File: src/rtl/mc_ctrl_pkg.sv
// Shared definitions for the MIPS multicycle controller.
// Contents: state codes, supported opcodes, ALUOp / ALUSrcB / PCSource encodings,
// the packed control word driven by the output decoder, and an opcode-legality helper.
// Optional feature macro used by the top: MC_MEM_WAIT_EN (memory wait states).
package mc_ctrl_pkg;

  // State register encoding (4-bit)
  typedef logic [3:0] state_t;
  localparam state_t ST_FETCH  = 4'd0;
  localparam state_t ST_DECODE = 4'd1;
  localparam state_t ST_MEMADR = 4'd2;
  localparam state_t ST_MEMRD  = 4'd3;
  localparam state_t ST_MEMWB  = 4'd4;
  localparam state_t ST_MEMWR  = 4'd5;
  localparam state_t ST_EXEC   = 4'd6;
  localparam state_t ST_RWB    = 4'd7;
  localparam state_t ST_BRANCH = 4'd8;
  localparam state_t ST_JUMP   = 4'd9;
  localparam state_t ST_ADDIEX = 4'd10;
  localparam state_t ST_ADDIWB = 4'd11;

  // Supported opcodes (instruction[31:26])
  localparam logic [5:0] OP_RTYPE = 6'h00;
  localparam logic [5:0] OP_LW    = 6'h23;
  localparam logic [5:0] OP_SW    = 6'h2B;
  localparam logic [5:0] OP_BEQ   = 6'h04;
  localparam logic [5:0] OP_J     = 6'h02;
  localparam logic [5:0] OP_ADDI  = 6'h08;

  localparam logic [1:0] ALUOP_ADD   = 2'b00;
  localparam logic [1:0] ALUOP_SUB   = 2'b01;
  localparam logic [1:0] ALUOP_FUNCT = 2'b10;

  localparam logic [1:0] SRCB_B      = 2'b00;
  localparam logic [1:0] SRCB_FOUR   = 2'b01;
  localparam logic [1:0] SRCB_IMM    = 2'b10;
  localparam logic [1:0] SRCB_IMM_SH = 2'b11;

  localparam logic [1:0] PCSRC_ALU    = 2'b00;
  localparam logic [1:0] PCSRC_ALUOUT = 2'b01;
  localparam logic [1:0] PCSRC_JUMP   = 2'b10;

  typedef struct packed {
    logic       pc_write;
    logic       pc_write_cond;
    logic       i_or_d;
    logic       mem_read;
    logic       mem_write;
    logic       ir_write;
    logic       mem_to_reg;
    logic [1:0] pc_source;
    logic [1:0] alu_op;
    logic       alu_src_a;
    logic [1:0] alu_src_b;
    logic       reg_write;
    logic       reg_dst;
    logic       instr_done;
    logic       illegal_op;
  } ctrl_t;

  function automatic logic op_legal(input logic [5:0] op);
    return (op == OP_RTYPE) || (op == OP_LW) || (op == OP_SW) ||
           (op == OP_BEQ) || (op == OP_J) || (op == OP_ADDI);
  endfunction

endpackage

File: src/rtl/mc_ctrl_outdec.sv
// Combinational state -> control-word decode for the multicycle controller.
// Ports:
//   state   in   4   current FSM state
//   op      in   6   opcode, only used to flag illegal ops in DECODE
//   mem_ok  in   1   memory access complete (tied high when wait states are disabled)
//   ctrl    out  -   full control word (ctrl_t)
module mc_ctrl_outdec
  import mc_ctrl_pkg::*;
(
  input  state_t     state,
  input  logic [5:0] op,
  input  logic       mem_ok,
  output ctrl_t      ctrl
);

  always_comb begin
    ctrl = '0;
    case (state)
      ST_FETCH: begin
        ctrl.mem_read  = 1'b1;
        ctrl.alu_src_b = SRCB_FOUR;
        ctrl.alu_op    = ALUOP_ADD;
        ctrl.pc_source = PCSRC_ALU;
        // IR and PC only commit once the fetch data is actually available
        ctrl.ir_write  = mem_ok;
        ctrl.pc_write  = mem_ok;
      end
      ST_DECODE: begin
        ctrl.alu_src_b  = SRCB_IMM_SH;
        ctrl.alu_op     = ALUOP_ADD;
        ctrl.illegal_op = !op_legal(op);
      end
      ST_MEMADR: begin
        ctrl.alu_src_a = 1'b1;
        ctrl.alu_src_b = SRCB_IMM;
      end
      ST_MEMRD: begin
        ctrl.mem_read = 1'b1;
        ctrl.i_or_d   = 1'b1;
      end
      ST_MEMWB: begin
        ctrl.reg_write  = 1'b1;
        ctrl.mem_to_reg = 1'b1;
        ctrl.instr_done = 1'b1;
      end
      ST_MEMWR: begin
        ctrl.mem_write  = 1'b1;
        ctrl.i_or_d     = 1'b1;
        ctrl.instr_done = mem_ok;
      end
      ST_EXEC: begin
        ctrl.alu_src_a = 1'b1;
        ctrl.alu_src_b = SRCB_B;
        ctrl.alu_op    = ALUOP_FUNCT;
      end
      ST_RWB: begin
        ctrl.reg_write  = 1'b1;
        ctrl.reg_dst    = 1'b1;
        ctrl.instr_done = 1'b1;
      end
      ST_BRANCH: begin
        ctrl.alu_src_a     = 1'b1;
        ctrl.alu_src_b     = SRCB_B;
        ctrl.alu_op        = ALUOP_SUB;
        ctrl.pc_write_cond = 1'b1;
        ctrl.pc_source     = PCSRC_ALUOUT;
        ctrl.instr_done    = 1'b1;
      end
      ST_JUMP: begin
        ctrl.pc_write   = 1'b1;
        ctrl.pc_source  = PCSRC_JUMP;
        ctrl.instr_done = 1'b1;
      end
      ST_ADDIEX: begin
        ctrl.alu_src_a = 1'b1;
        ctrl.alu_src_b = SRCB_IMM;
        ctrl.alu_op    = ALUOP_ADD;
      end
      ST_ADDIWB: begin
        ctrl.reg_write  = 1'b1;
        ctrl.instr_done = 1'b1;
      end
      default: ctrl = '0;
    endcase
  end

endmodule

File: src/rtl/multicycle_ctrl.sv
// Moore FSM sequencing the MIPS multicycle datapath (3-5 cycles per instruction)
// plus a retired-instruction counter for bring-up.
// Optional feature: define MC_MEM_WAIT_EN to make FETCH/MEMRD/MEMWR wait for mem_ready.
// Ports:
//   clk, reset (sync, active-high), Op[5:0], mem_ready
//   PCWrite, PCWriteCond, IorD, MemRead, MemWrite, IRWrite, MemtoReg, PCSource[1:0],
//   ALUOp[1:0], ALUSrcA, ALUSrcB[1:0], RegWrite, RegDst   datapath controls
//   instr_done, illegal_op   status pulses;  retired[CNT_W-1:0]   retired count
module multicycle_ctrl
  import mc_ctrl_pkg::*;
#(
  parameter int unsigned CNT_W = 16
) (
  input  logic             clk,
  input  logic             reset,
  input  logic [5:0]       Op,
  input  logic             mem_ready,
  output logic             PCWrite,
  output logic             PCWriteCond,
  output logic             IorD,
  output logic             MemRead,
  output logic             MemWrite,
  output logic             IRWrite,
  output logic             MemtoReg,
  output logic [1:0]       PCSource,
  output logic [1:0]       ALUOp,
  output logic             ALUSrcA,
  output logic [1:0]       ALUSrcB,
  output logic             RegWrite,
  output logic             RegDst,
  output logic             instr_done,
  output logic             illegal_op,
  output logic [CNT_W-1:0] retired
);

  state_t           state_q, state_d;
  logic [CNT_W-1:0] retired_q;
  logic             mem_ok;
  ctrl_t            ctrl, ctrl_out;

`ifdef MC_MEM_WAIT_EN
  assign mem_ok = mem_ready;
`else
  // Memory states always complete in one cycle; mem_ready is deliberately ignored
  logic unused_mem_ready;
  assign unused_mem_ready = mem_ready;
  assign mem_ok = 1'b1;
`endif

  always_comb begin
    state_d = ST_FETCH;
    case (state_q)
      ST_FETCH:  state_d = mem_ok ? ST_DECODE : ST_FETCH;
      ST_DECODE: begin
        case (Op)
          OP_LW, OP_SW: state_d = ST_MEMADR;
          OP_RTYPE:     state_d = ST_EXEC;
          OP_BEQ:       state_d = ST_BRANCH;
          OP_J:         state_d = ST_JUMP;
          OP_ADDI:      state_d = ST_ADDIEX;
          default:      state_d = ST_FETCH;
        endcase
      end
      ST_MEMADR: state_d = (Op == OP_LW) ? ST_MEMRD : ST_MEMWR;
      ST_MEMRD:  state_d = mem_ok ? ST_MEMWB : ST_MEMRD;
      ST_MEMWR:  state_d = mem_ok ? ST_FETCH : ST_MEMWR;
      ST_EXEC:   state_d = ST_RWB;
      ST_ADDIEX: state_d = ST_ADDIWB;
      default:   state_d = ST_FETCH;
    endcase
  end

  mc_ctrl_outdec u_outdec (
    .state  (state_q),
    .op     (Op),
    .mem_ok (mem_ok),
    .ctrl   (ctrl)
  );

  always_ff @(posedge clk) begin
    if (reset) begin
      state_q   <= ST_FETCH;
      retired_q <= '0;
    end else begin
      state_q <= state_d;
      if (ctrl.instr_done) begin
        retired_q <= retired_q + CNT_W'(1);
      end
    end
  end

  // Every output is held low while reset is asserted
  assign ctrl_out = reset ? '0 : ctrl;

  assign PCWrite     = ctrl_out.pc_write;
  assign PCWriteCond = ctrl_out.pc_write_cond;
  assign IorD        = ctrl_out.i_or_d;
  assign MemRead     = ctrl_out.mem_read;
  assign MemWrite    = ctrl_out.mem_write;
  assign IRWrite     = ctrl_out.ir_write;
  assign MemtoReg    = ctrl_out.mem_to_reg;
  assign PCSource    = ctrl_out.pc_source;
  assign ALUOp       = ctrl_out.alu_op;
  assign ALUSrcA     = ctrl_out.alu_src_a;
  assign ALUSrcB     = ctrl_out.alu_src_b;
  assign RegWrite    = ctrl_out.reg_write;
  assign RegDst      = ctrl_out.reg_dst;
  assign instr_done  = ctrl_out.instr_done;
  assign illegal_op  = ctrl_out.illegal_op;
  assign retired     = reset ? '0 : retired_q;

endmodule
File: config.mk
export PLATFORM = sky130hd
export DESIGN_NAME = multicycle_ctrl
export DESIGN_NICKNAME = d
export VERILOG_FILES = /design/src/rtl/mc_ctrl_pkg.sv /design/src/rtl/mc_ctrl_outdec.sv /design/src/rtl/multicycle_ctrl.sv
export SDC_FILE = /design/constraint.sdc
export NUM_CORES = 1
export LEC_CHECK = 0
export CAP_MARGIN = 20
export CORE_ASPECT_RATIO = 0.5
export CORE_MARGIN = 5
export CORE_UTILIZATION = 35
export CTS_BUF_LIST = sky130_fd_sc_hd__clkbuf_16
export DETAILED_ROUTE_END_ITERATION = 16
export PLACE_DENSITY_LB_ADDON = 0.25
export SLEW_MARGIN = 20
export SYNTH_ARGS = -nofsm -noshare
export SYNTH_HDL_FRONTEND = slang
export SYNTH_HIERARCHICAL = 1
export SYNTH_SLANG_ARGS = --single-unit
export TNS_END_PERCENT = 5
File: constraint.sdc
create_clock -name clk -period 4 [get_ports clk]
set_input_delay 0.6 -clock clk [delete_from_list [all_inputs] [get_ports clk]]
set_output_delay 0.6 -clock clk [all_outputs]
set_load 0.05 [all_outputs]
Fig. 1: run 1, the metal 1 layer
Scale bar: 20 um. Supply wires on this layer in gray.
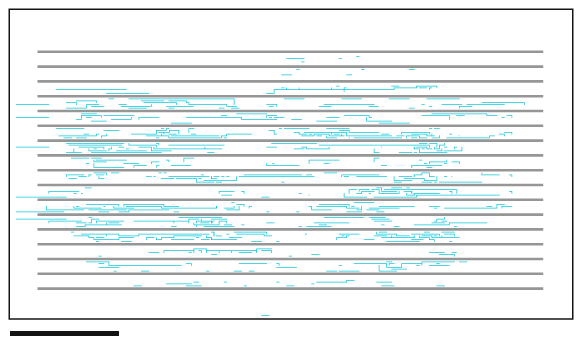
share of all routed wire	49%
wire length on this layer	1,500 um
longest straight run	22.1 um
nets with wire on the layer	213

Fig. 2: run 1, metal 2
Cells faint in the background.
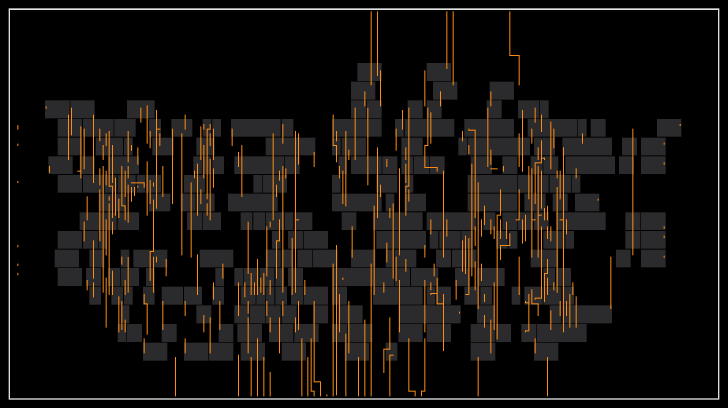
nets with wire on the layer	187
wire length on this layer	1,430 um
main direction	vertical
longest straight run	26.9 um
share of all routed wire	46%
detailed-route via count: 1,399
GRT met2 Usage: 0.162
wirelength, routed: 3.08 mm

==> impl_summary.log, run 1 <==
[flow] summary of implementation run
INFO  metric setup-tns-final = 0 ns
INFO  metric pg_seq = between 200 and 250 uW
INFO  metric antenna_cells_inserted = 0
INFO  metric report.power.total = roughly 470 uW
INFO  metric topRoutingLayerUsed = met4
INFO  metric irDropWorstVdd = roughly 0.13 mV
INFO  metric synthDominantAreaCellType = sky130_fd_sc_hd__dfxtp_1
INFO  metric critical_path.endpoint_type = output port
INFO  metric share_of_synthesized_registers_carrying_an_async_set_or_reset = 0
INFO  metric main_power_consuming_group = sequential cells
INFO  metric timing_worst_setup_path_type = in2out
INFO  metric largest_register = retired_q
INFO  metric share_of_synthesized_area_spent_on_multiplexers = 0.0214
INFO  metric numPlacedInstances = approximately 280
INFO  metric synth_dominant_cell_count = sky130_fd_sc_hd__nor2b_1
INFO  metric comb-power = between 60 and 70 uW
INFO  metric dpl_cell_area = 1910 um2
INFO  metric core-area = 4040 um2
INFO  metric number_of_max_cap_violations = 0
INFO  metric grt.busiest_layer = met2
INFO  metric nMultiInputCombCells = between 150 and 200
INFO  metric yosys-top-cells-area = sky130_fd_sc_hd__dfxtp_1 (26%), sky130_fd_sc_hd__nor2b_1 (14%), sky130_fd_sc_hd__nor2_1 (5.7%)
INFO  metric critical_path.endpoint = illegal_op
INFO  metric timing.final.setup_violations = 0
INFO  metric outcome = finished clean
INFO  metric setup_repair_after_global_routing_missed_its_margin = false
INFO  metric wl_met2 = 1.43 mm
Fig. 3: run 1, met3 routing
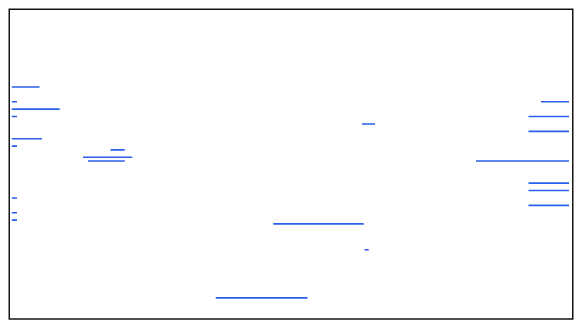
share of all routed wire	4.3%
longest straight run	16.8 um
global-route met3 utilization: 0.0247

Fig. 4: run 1, wiring heat map
The die is cut into 21 by 11 equal tiles; dark blue is low, red is high, scaled to the fullest tile. Values are wire area over tile area, all layers added.
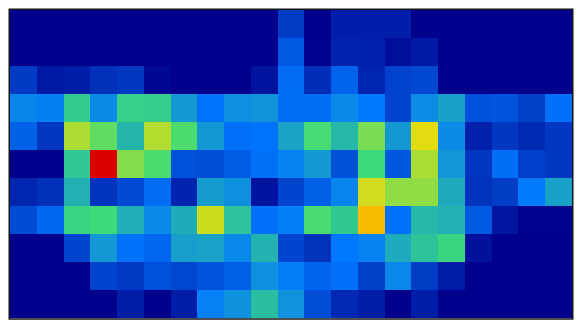
nearly empty tiles	30%
emptiest ninth of the die	north-east
fullest tile	0.44

## Run 2: what changed since run 1
- PLACE_DENSITY: not set -> 0.61
- PLACE_DENSITY_LB_ADDON: 0.25 -> not set
- SYNTH_HIERARCHICAL: 1 -> not set
==> impl_summary.log, run 2 <==
[flow] summary of implementation run
INFO  metric share_of_synthesized_area_spent_on_multiplexers = 0.0344 (was 0.0214)
INFO  metric setup-tns-final = 0 ns (unchanged)
INFO  metric numPlacedInstances = 255 (was 279)
INFO  metric outcome = finished clean (unchanged)
INFO  metric wl_met2 = 1.52 mm (was 1.43 mm)
INFO  metric share_of_synthesized_registers_carrying_an_async_set_or_reset = 0 (unchanged)
INFO  metric number_of_max_cap_violations = 0 (unchanged)
INFO  metric timing.final.setup_violations = 0 (unchanged)
INFO  metric setup_repair_after_global_routing_missed_its_margin = false (unchanged)
INFO  metric irDropWorstVdd = 0.164 mV (was 0.128 mV)
INFO  metric largest_register = retired_q (unchanged)
INFO  metric grt.busiest_layer = met2 (unchanged)
INFO  metric timing_worst_setup_path_type = in2out (unchanged)
INFO  metric dpl_cell_area = 1740 um2 (was 1910 um2)
INFO  metric fmax = 0.322 GHz (was 0.287 GHz)
INFO  metric antenna_cells_inserted = 0 (unchanged)
INFO  metric critical_path.endpoint_type = output port (unchanged)
INFO  metric pg_seq = 205 uW (was 206 uW)
INFO  metric critical_path.endpoint = retired[15] (was illegal_op)
INFO  metric yosys-top-cells-area = sky130_fd_sc_hd__dfxtp_1 (31%), sky130_fd_sc_hd__nor2_1 (8.6%), sky130_fd_sc_hd__nor2b_1 (7.2%) (was sky130_fd_sc_hd__dfxtp_1 (26%), sky130_fd_sc_hd__nor2b_1 (14%), sky130_fd_sc_hd__nor2_1 (5.7%))
INFO  metric report.power.total = 546 uW (was 472 uW)
Fig. 5: run 2, the metal 1 layer
Scale bar: 20 um. Supply wires on this layer in gray.
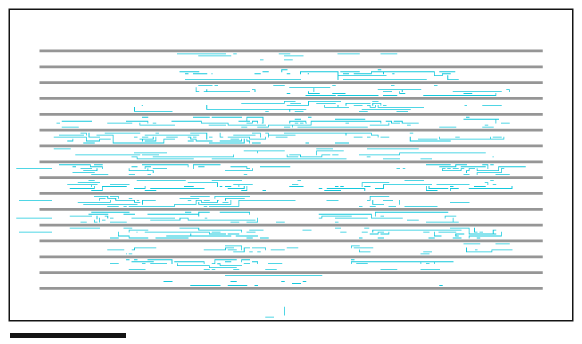
share of all routed wire	47%
main direction	horizontal
wire length on this layer	1,490 um
longest straight run	23.0 um
detailed-route via count: 1,321
wirelength, routed: 3.19 mm
global-route met1 utilization: 0.174

## Run 3: what changed since run 2
- PLACE_DENSITY: 0.61 -> 0.63
- clock period: 4 -> 2.7 ns (I/O delays scaled with it)
Fig. 6: run 3, wiring heat map
The die is cut into 19 by 11 equal tiles; dark blue is low, red is high, scaled to the fullest tile. Values are wire area over tile area, all layers added.
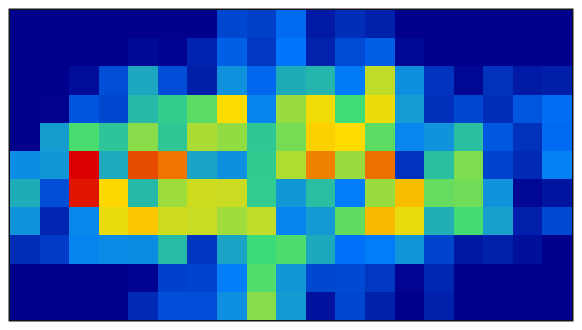
mean over tiles	0.10
densest ninth of the die	center
nearly empty tiles	25%
fullest tile	0.38
tiles over half the peak	22%

==> impl_summary.log, run 3 <==
[flow] summary of implementation run
INFO  metric number_of_max_cap_violations = 0 (unchanged)
INFO  metric synth_dominant_cell_count = sky130_fd_sc_hd__nor2_1 (unchanged)
INFO  metric setup_repair_after_global_routing_missed_its_margin = false (unchanged)
INFO  metric core-area = 3530 um2 (unchanged)
INFO  metric critPathMaxFanout = 5 (was 34)
INFO  metric globalRoute.totalOverflow = 0 (unchanged)
INFO  metric postSynth.topFlopCell = sky130_fd_sc_hd__dfxtp_1 (unchanged)
INFO  metric xor_and_xnor_fraction_of_the_mapped_netlist_area = 0.0792 (unchanged)
INFO  metric pg_seq = 302 uW (was 205 uW)
INFO  metric yosys-top-cells-area = sky130_fd_sc_hd__dfxtp_1 (31%), sky130_fd_sc_hd__nor2_1 (8.6%), sky130_fd_sc_hd__nor2b_1 (7.2%) (unchanged)
INFO  metric nMultiInputCombCells = 138 (unchanged)
INFO  metric synth.cell_area = 1310 um2 (unchanged)
INFO  metric share_of_synthesized_registers_carrying_an_async_set_or_reset = 0 (unchanged)
INFO  metric clkCellAreaFrac = 0.0472 (was 0.0570)
INFO  metric comb-power = 118 uW (was 63.0 uW)
INFO  metric met3_usage = 0.0284 (was 0.0398)
INFO  metric numPlacedInstances = 260 (was 255)
INFO  metric reg2reg_slack = 0.59 ns (was 1.96 ns)
INFO  metric wl_met2 = 1.67 mm (was 1.52 mm)
INFO  metric synthDominantAreaCellType = sky130_fd_sc_hd__dfxtp_1 (unchanged)
INFO  metric topRoutingLayerUsed = met4 (unchanged)
INFO  metric critical_path.endpoint_type = output port (unchanged)
INFO  metric grt.busiest_layer = met2 (unchanged)
INFO  metric largest_register = retired_q (unchanged)
INFO  metric synth_cell_count_leaders = sky130_fd_sc_hd__nor2_1 (30), sky130_fd_sc_hd__dfxtp_1 (20), sky130_fd_sc_hd__nor2b_1 (15) (unchanged)
INFO  metric main_power_consuming_group = clock (unchanged)
INFO  metric fmax = between 0.4 and 0.5 GHz
INFO  metric design.seq.count = 20 (unchanged)
INFO  metric total_number_of_cells_along_the_worst_setup_path = 7 (was 4)
INFO  metric setup-tns-final = 0 ns (unchanged)
INFO  metric timing_worst_setup_path_type = in2out (unchanged)
INFO  metric via_to_cell_ratio = 4.98 (was 5.10)
INFO  metric irDropWorstVdd = 0.204 mV (was 0.164 mV)
INFO  metric timing.final.setup_violations = 0 (unchanged)
INFO  metric synthesis.area_per_instance = 7.54 um2 (unchanged)
INFO  metric dpl_cell_area = 2120 um2 (was 1740 um2)
INFO  metric critical_path.endpoint = illegal_op (was retired[15])
INFO  metric report.power.total = 828 uW (was 546 uW)
INFO  metric antenna_cells_inserted = 0 (unchanged)
INFO  metric outcome = finished clean (unchanged)
INFO  metric globalRouteMet2Util = 0.249 (was 0.224)
No activity file was given, so power comes from the tool's default toggle rates.
